==> run_1/metal_stack.png <==
Bar = 20 um.
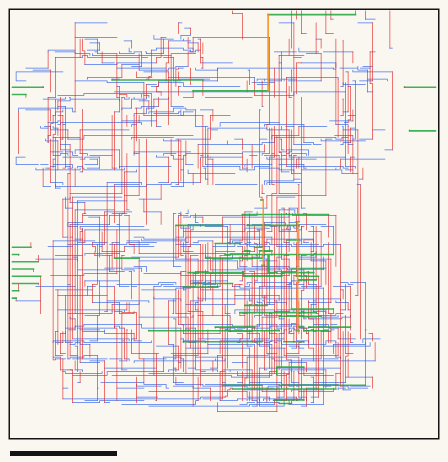
==> run_1/final_placement.png <==
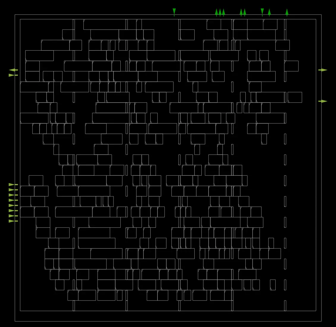
==> run_1/drive_strength.png <==
Bar = 20 um.
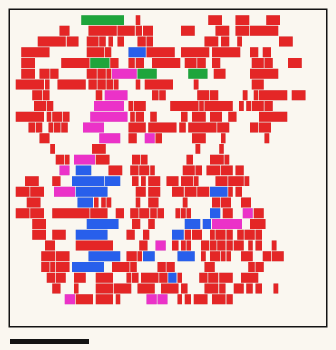
==> run_1/pins.png <==
Bar = 20 um. Pins as bars across the die edge, other pins in grey.
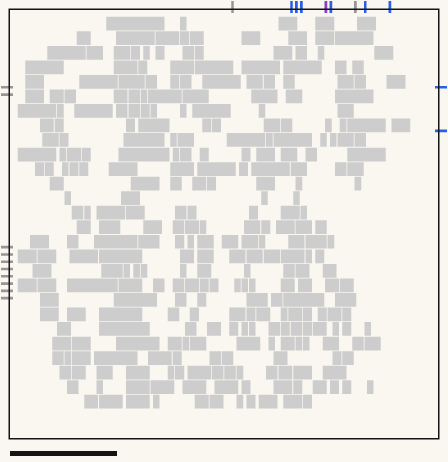
`config.mk`:
```
export PLATFORM = sky130hd
export DESIGN_NAME = rr_onehot_arbiter
export DESIGN_NICKNAME = d
export VERILOG_FILES = /design/src/rtl/rr_onehot_arbiter_pkg.sv /design/src/rtl/rr_onehot_arbiter_pick.sv /design/src/rtl/rr_onehot_arbiter.sv
export SDC_FILE = /design/constraint.sdc
export NUM_CORES = 1
export LEC_CHECK = 0
export CORE_UTILIZATION = 40
export CTS_CLUSTER_DIAMETER = 40
export CTS_CLUSTER_SIZE = 12
export DETAILED_ROUTE_END_ITERATION = 12
export HOLD_SLACK_MARGIN = 0.12
export PLACE_DENSITY = 0.55
export SYNTH_ARGS = -nofsm -noshare
export SYNTH_HDL_FRONTEND = slang
export SYNTH_HIERARCHICAL = 1
export SYNTH_SLANG_ARGS = --single-unit
```
`constraint.sdc`:
```
create_clock -name clk -period 3.9 [get_ports clk]
set_input_delay 0.39 -clock clk [delete_from_list [all_inputs] [get_ports clk]]
set_output_delay 0.39 -clock clk [all_outputs]
set_load 0.005 [all_outputs]
```
`src/rtl/rr_onehot_arbiter_pkg.sv`:
```
// Shared types and helpers for the eight-way round-robin one-hot arbiter.
// Latency: n/a (declarations only).
// Backpressure: n/a.
package rr_onehot_arbiter_pkg;

    localparam int N    = 8;
    localparam int IDXW = 3;

    typedef enum logic {
        IDLE  = 1'b0,
        GRANT = 1'b1
    } state_t;

    // Rotation step applied to the pointer after a completed grant; the
    // IDXW-bit sum wraps naturally, so index 7 rotates back to 0.
    localparam logic [IDXW-1:0] ROT_STEP = IDXW'(1);

    function automatic logic [IDXW-1:0] onehot_idx(input logic [N-1:0] oh);
        logic [IDXW-1:0] idx;
        idx = '0;
        for (int i = 0; i < N; i++) begin
            if (oh[i]) idx = idx | IDXW'(i);
        end
        return idx;
    endfunction

endpackage

```
`src/rtl/rr_onehot_arbiter_pick.sv`:
```
// Round-robin winner search: first set request at or after ptr, modulo N.
// Latency: combinational.
// Backpressure: none; output follows req/ptr directly.
module rr_pick
    import rr_onehot_arbiter_pkg::*;
(
    input  logic [N-1:0]    req,
    input  logic [IDXW-1:0] ptr,
    output logic [N-1:0]    winner,
    output logic            any
);

    logic [IDXW-1:0] idx;

    // Walk from lowest to highest priority so the highest-priority hit wins.
    always_comb begin
        winner = '0;
        idx    = '0;
        any    = |req;
        for (int i = N - 1; i >= 0; i--) begin
            idx = ptr + IDXW'(i);
            if (req[idx]) winner = N'(1) << idx;
        end
    end

endmodule

```
`src/rtl/rr_onehot_arbiter.sv`:
```
// Eight-way round-robin arbiter with a registered one-hot grant and hold timeout.
// Latency: 1 cycle from request to grant; back-to-back regrant on release.
// Backpressure: grant held until ack, withdrawal, or HOLD_MAX cycles elapse.
module rr_onehot_arbiter
    import rr_onehot_arbiter_pkg::*;
#(
    parameter int HOLD_MAX = 15,
    parameter int CNTW     = 4
) (
    input  logic         clk,
    input  logic         reset,
    input  logic [N-1:0] req,
    input  logic         ack,
    output logic [N-1:0] grant,
    output logic         busy,
    output logic         timeout
);

    localparam logic [CNTW-1:0] HOLD_LAST = CNTW'(HOLD_MAX - 1);

    state_t          state;
    logic [IDXW-1:0] ptr;
    logic [IDXW-1:0] g;
    logic [CNTW-1:0] hold_cnt;
    logic [IDXW-1:0] search_ptr;
    logic [N-1:0]    winner;
    logic            any;
    logic            release_now;

    // While granting, search as if the pointer had already moved past g so the
    // current holder sits at lowest priority for a back-to-back regrant.
    assign search_ptr  = (state == GRANT) ? g + ROT_STEP : ptr;
    assign release_now = ack || (req[g] && hold_cnt == HOLD_LAST);
    assign busy        = |grant;

    rr_pick u_pick (
        .req    (req),
        .ptr    (search_ptr),
        .winner (winner),
        .any    (any)
    );

    always_ff @(posedge clk) begin
        if (reset) begin
            state    <= IDLE;
            grant    <= '0;
            timeout  <= 1'b0;
            ptr      <= '0;
            g        <= '0;
            hold_cnt <= '0;
        end else begin
            timeout <= 1'b0;
            case (state)
                IDLE: begin
                    if (any) begin
                        grant    <= winner;
                        g        <= onehot_idx(winner);
                        hold_cnt <= '0;
                        state    <= GRANT;
                    end
                end
                GRANT: begin
                    if (release_now) begin
                        ptr     <= search_ptr;
                        timeout <= !ack;
                        if (any) begin
                            grant    <= winner;
                            g        <= onehot_idx(winner);
                            hold_cnt <= '0;
                        end else begin
                            grant <= '0;
                            state <= IDLE;
                        end
                    end else if (!req[g]) begin
                        grant <= '0;
                        state <= IDLE;
                    end else begin
                        hold_cnt <= hold_cnt + CNTW'(1);
                    end
                end
                default: begin
                    grant <= '0;
                    state <= IDLE;
                end
            endcase
        end
    end

endmodule
```
==> flow_results.org, run 1 <==
#+TITLE: Implementation results

** Global routing
- For this run, global-route usage on met2 was measured as roughly 33%.
- Global routing met1 resource utilization :: 31.5%
- Most used routing layer :: met2
- Global-route wire length before repair :: 10,600 um

** Clock network
- After clock tree synthesis, the flow added hold-fix buffers numbering 0.
- Per the TritonCTS log, the buffer count is 3.
- The report lists the number of cells resized after CTS as 0.

** Min path
- Origin of the worst min-delay path :: ptr[0]$_SDFFE_PP0P_
- Hold analysis shows the worst path with a depth of 2.
- The min-delay analysis places its worst path in the category reg2reg.

** Routing
- Via density per instance :: a little over 6
- The detail route stage leaves a number of antenna-violating nets equal to 0.
- Wire length on met3 :: 386 um

** Yosys
- Before any placement, the netlist area is recorded as 0.00244 mm2.
- Async SR Flop Fraction :: 0%
- Summing the areas of all fa, ha and maj instances in the mapped netlist gives 7.18% of the synthesized area.
- Average footprint of a synthesized cell :: 8.41 um2
- After synthesis, the design contains 290 cells according to Yosys.
- Synth Seq Share :: ~16%
- Largest area contributor in the netlist :: dfxtp_1

** Critical path
- Critical path's top delay family :: AND-OR/OR-AND gates
- CP max stage cell :: dfxtp_1
- Worst flop-to-flop path endpoint :: g[0]$_SDFFE_PP0P_
- Setup slack of the most critical reg-to-reg path :: between 0.3 and 0.4 ns
- Count of cells along the worst register-to-register path :: 12
- CP startpoint :: state$_SDFF_PP0_
- Data arrival, critical path :: roughly 3.7 ns

** Pwr
- Summed over all nets, the switching power comes to 881 uW.
- Combinational power share :: 73.7%
- Power consumed by the clock network :: 207 uW
- Net switching is a little under half of the power.
- Power density of the placed cells :: 684 mW/mm2
- Power after layout :: about 1900 uW

** Final timing
- Count of pins over their slew limit :: 0
- Across all hold checks on the routed design, the worst slack comes to between 0.4 and 0.5 ns.
- Subtracting the final worst setup slack from the clock period gives 3.51 ns.
- From the final report, the count of setup violators was given as 0.

** Finish
- Ranked by flip-flop count, first place goes to grant.
- Tally of clock buffers in the finished layout :: 3
- Registers take 400 um2.
- Final core utilization :: 46.7%
- By area, multi-input combinational cells come first.
- Biggest registers after layout :: grant: 8 flops, hold_cnt: 4 flops
- In the final layout, non-clock buffers account for approximately 9% of the cell area.
- Per the cell usage report, the commonest logic cell in the layout is nand2_1.
- Ant. Diodes :: 0

** Die
- During tapcell insertion the tool placed 75 well taps.

** Status
- The run finished with clean final reports.

** Placed design
- Post-DP Area :: 0.00267 mm2
- Final HPWL DP :: roughly 4800 um
Back to the opening pictures, metal_stack.png:
met2: in red, wire length 2,910 um. met3: in green, wire length 387 um. met1: in blue, wire length 3,120 um. met4: in orange, wire length 46.9 um.
routed wirelength normalized by instance count: 17.1 um
detailed-route via count: 2,347
gr usage total: 21.0%
routed wire length: 6470 um

Back to the opening pictures, final_placement.png:
final instance count without filler cells: 379
number of fill cells in the layout: 585
Placeable Area: 0.00589 mm2
std cell rows: 28

Back to the opening pictures, drive_strength.png:
drive 3 to 4: in magenta, cells 16, share 5.3%, most used buf_4. drive 2: in blue, cells 18, share 5.9%, most used mux4_2. drive 6 and up: in green, cells 4, share 1.3%, most used clkbuf_8. drive 1 or less: in red, cells 266, share 88%, most used nand2_1.
post-route standard cell area excluding fillers: 0.00275 mm2
Final WS setup: 0.385 ns
Non-CTS buffers: 27
area overhead of the layout relative to synthesis: 12.8%

Back to the opening pictures, pins.png:
`busy`: in purple, pins 1, direction output, edge north. `grant`: in blue, pins 8, direction output, edge 6 north, 2 east.
overall die width: 80.1 um
die outline height: 80.1 um
number of buffers inserted by port buffering: 20

==> run_1/met3.png <==
Bar = 20 um.
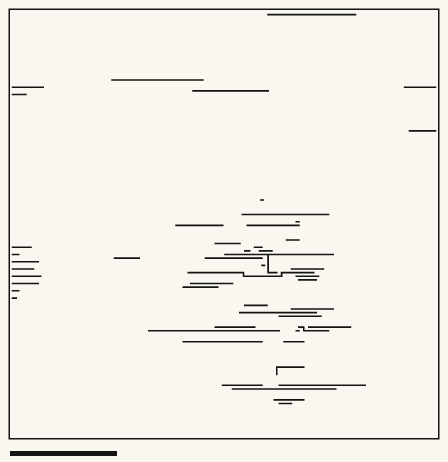

==> run 2: changes to the inputs <==
Settings changed: ABC_AREA from default to 1, SKIP_CTS_REPAIR_TIMING from default to 1.
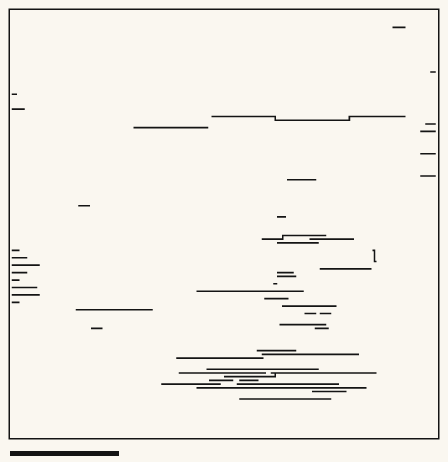
(run_2/met3.png)
Bar = 20 um.
48 nets have wire on it. The longest straight run is 30.8 um. The layer holds 6.2% of the routed length. The layer carries 398 um of wire. The wires run mostly horizontal.
detailed-route via count: 2,656
GR Layer Usage met3: 3.84%
routed wire length: 6430 um

==> flow_results.org, run 2 <==
#+TITLE: Implementation results

** Status
- The run finished with clean final reports.

** Pwr
- Per the breakdown, switching nets consume a little under three fifths of all power.
- The flow reports that combinational logic draws 78.0% of the design power.
- Power attributed to sequential cells is 312 uW.
- Summing internal, switching and leakage power gives 2380 uW.
- Summed over the clock group, the power is 212 uW.
- Leakage :: 0.00141 uW
- Power dissipated by switching net loads :: 1330 uW
- Power density of the placed cells :: approximately 890 mW/mm2
- Peak supply drop :: approximately 0.42 mV
- The group that draws the most power in this run is combinational cells.

** Final timing
- For this run, the final setup violation count is recorded as 0.
- Across all setup checks in the final design, the least slack found is 0.377 ns.
- Count of pins over their slew limit :: 0
- On the final layout, the worst hold slack is 0.465 ns.
- Fin crit period :: 3.52 ns

** Yosys
- Summed over all instances, the cell type with the most area after synthesis is nand2_1.
- Cell total in the yosys stat output :: 426
- Average footprint of a synthesized cell :: 5.47 um2
- Biggest combinational cell group after synthesis :: simple AND/OR/NAND/NOR gates
- After Yosys synthesis, XOR and XNOR cells account for 1.83% of the synthesized area.
- In the Yosys stats the netlist draws on 33 distinct library cells.
- Syn Std Cell Area :: 0.00233 mm2
- Summing the sequential cell areas from Yosys gives 17.2% of the chip area.
- Area fraction in full adders, half adders and majority gates :: 7.52%
- AND/OR/NAND/NOR Cells, Area Fraction :: 53.2%
- Yosys reported that registers with async set or reset make up 0%.
- Synthesized instance count :: 426

** Critical path
- CP startpoint :: g[1]$_SDFFE_PP0P_
- Worst flop-to-flop path endpoint :: g[2]$_SDFFE_PP0P_
- Data arrival, critical path :: between 3 and 4 ns
- Setup slack of the most critical reg-to-reg path :: 0.38 ns
- Critical path's top delay family :: simple AND/OR/NAND/NOR gates
- The number of cells on the worst reg-to-reg path is 23.
- CP max stage cell :: or4_1
- Worst setup endpoint :: g[2]$_SDFFE_PP0P_

** Global routing
- Via count of the first global-routing pass :: ~2.3k
- Gr usage total :: 22.1%
- In the global route stage, met2 resource usage came out at about a third.
- Global routing met1 resource utilization :: 32.2%
- The first global-routing pass estimated 10,900 um of wire.
- Most used routing layer :: met2
- For this run the aggregate overflow at the end of global routing stands at 0.

** Min path
- The worst hold path begins at ptr[1]$_SDFFE_PP0P_.
- Number of cells on the worst hold path :: 2
- Checking hold timing, the worst path is listed with class reg2reg.

** Finish
- Ant. Diodes :: 0
- Tally of clock buffers in the finished layout :: 3
- Post-route standard cell area excluding fillers :: 0.00268 mm2
- The final report gives the core utilization as 48.1%.
- Non-clock buffer area fraction after layout :: 9.15%
- Cell group occupying the most layout area :: multi-input combinational cells
- Most frequent logic cell in the layout :: nand2_1
- The largest registers in the layout are grant: 8 flops, hold_cnt: 4 flops.
- Area overhead of the layout relative to synthesis :: 15.0%
- Combined flip-flop and latch cell area :: approximately 400 um2
- Share of cells above drive strength 1 :: approximately 7.4%
- Multi-input combinational cells in the finished layout were counted as 349.
- Proportion of cell area occupied by multi-input gates :: 63.1%
- Top register by number of flip-flops :: grant
- In the final layout, the fill cell count is 616.
- Clock-cell share of area :: under 10%
- Counting plain and timing-repair buffers in the layout gives 26.
- The finished layout holds approximately 520 standard cells, fillers aside.

** Die
- Placeable Area :: between 0.005 and 0.006 mm2
- Chip area :: 0.00613 mm2
- Overall die width :: ~80 um
- Die outline height :: 78.3 um
- Std cell rows :: 27
- The flow inserted 72 tap cells.

** Clock network
- CTS Buf Count :: 3
- CTS root buffer :: clkbuf_8
- TritonCTS built the clock tree.
- As reported, the later end of the worst-skew pair has a clock insertion delay of between 0.2 and 0.3 ns.
- Clock Sinks :: 20

** Routing
- Dividing the detail-routed via count by the number of cells gives 5.12.
- Once detail routing completed, the nets flagged for antenna violations numbered 0.
- Per the detail_route log, met3 wirelength is between 300 and 400 um.
- Routed wirelength normalized by instance count :: roughly 12 um

** Placed design
- Final HPWL DP :: 5040 um
- Gpl congestion :: 0.999
- Detailed placement reports a standard cell area of 0.00260 mm2.
- Number of buffers inserted by port buffering :: 20
==> run_2/drive_strength.png <==
Bar = 20 um.
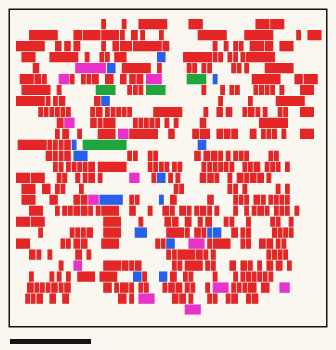

==> run 3: changes to the inputs <==
Settings changed: CORE_MARGIN from default to 3, PLACE_DENSITY 0.55 to default.
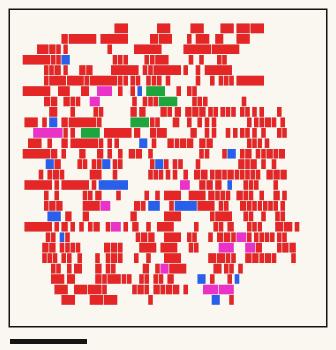
(run_3/drive_strength.png)
Bar = 20 um.
area overhead of the layout relative to synthesis: 14.0%
Final WS setup: 0.383 ns
post-route standard cell area excluding fillers: 0.00266 mm2
Non-CTS buffers: 26

==> flow_results.org, run 3 <==
#+TITLE: Implementation results

** Status
- Status :: complete, no violations

** Clock network
- The clock net in this run drives a total of 20 sinks.
- CTS tree :: yes
- As reported, the later end of the worst-skew pair has a clock insertion delay of 0.26 ns.
- CTS Buf Count :: 3

** Routing
- In the post-route report, total wirelength is listed as 6320 um.
- For this block, the via count after detailed routing is 2,617.
- TritonRoute output was used to compute an average wire per cell of between 10 and 15 um.
- The detail route stage leaves a number of antenna-violating nets equal to 0.
- The script logs the ratio of routed vias to standard cells as just over 5.

** Critical path
- CP startpoint :: g[1]$_SDFFE_PP0P_
- The worst register-to-register path has a setup slack of 0.38 ns.
- Worst setup endpoint :: g[2]$_SDFFE_PP0P_
- In this design, the largest share of critical-path delay is due to simple AND/OR/NAND/NOR gates.
- CP max stage cell :: or4_1
- Count of cells along the worst register-to-register path :: 17
- In this run the critical register-to-register path is captured at g[2]$_SDFFE_PP0P_.

** Finish
- Number of fill cells in the layout :: 629
- In the final layout, the share of cells above drive strength 1 is 7.38%.
- Ant. Diodes :: 0
- The biggest slice of the area belongs to multi-input combinational cells.
- Clock buffers in the final layout number 4.
- At the end of the flow the core is filled with cells to between 40% and 50%.
- Clock-cell share of area :: ~2.1%
- Combined flip-flop and latch cell area :: 402 um2
- In the final layout, the registers with the most flip-flops are grant: 8 flops, hold_cnt: 4 flops.

** Yosys
- Synthesized instance count :: 426
- Before any placement, the netlist area is recorded as 0.00233 mm2.
- Largest area contributor in the netlist :: nand2_1
- Cell total in the yosys stat output :: between 400 and 500
- Per the synth stats, the proportion of register bits with asynchronous set or reset is 0%.
- After Yosys synthesis, full adders, half adders and majority gates account for 7.52% of the synthesized area.
- Average footprint of a synthesized cell :: 5.47 um2

** Placed design
- Gpl congestion :: 0.967
- Post-DP Area :: about 0.0026 mm2

** Pwr
- Combinational power share :: 79.1%
- Peak supply drop :: 0.347 mV
- Power dissipated by switching net loads :: ~1300 uW
- Power density of the placed cells :: 866 mW/mm2
- Share of total power consumed by net switching :: between 50% and 60%
- In the power breakdown, the biggest contributor is combinational cells.

** Global routing
- After global routing the overflow that remains totals 0.
- On met2, the global router reports a usage of 36.0%.
- The number of global-route vias before repair came to 2,481.
- Global routing used 2.39% of the available met3 tracks.
- Global-route wire length before repair :: 11,100 um
- Global routing met1 resource utilization :: 26.7%

** Final timing
- The clock period could shrink to 3.52 ns.
- Endpoints with negative setup slack in the final report add up to 0.

** Die
- Std cell rows :: 27
- Placeable Area :: between 0.005 and 0.006 mm2
- The flow inserted 72 tap cells.
- The overall die size recorded for this design is 0.00678 mm2.
- Die outline height :: 82.3 um
- Overall die width :: 82.3 um

** Min path
- In the hold timing report, the worst path depth is 2.
- Origin of the worst min-delay path :: ptr[2]$_SDFFE_PP0P_
No activity file was given, so power comes from the tool's default toggle rates.
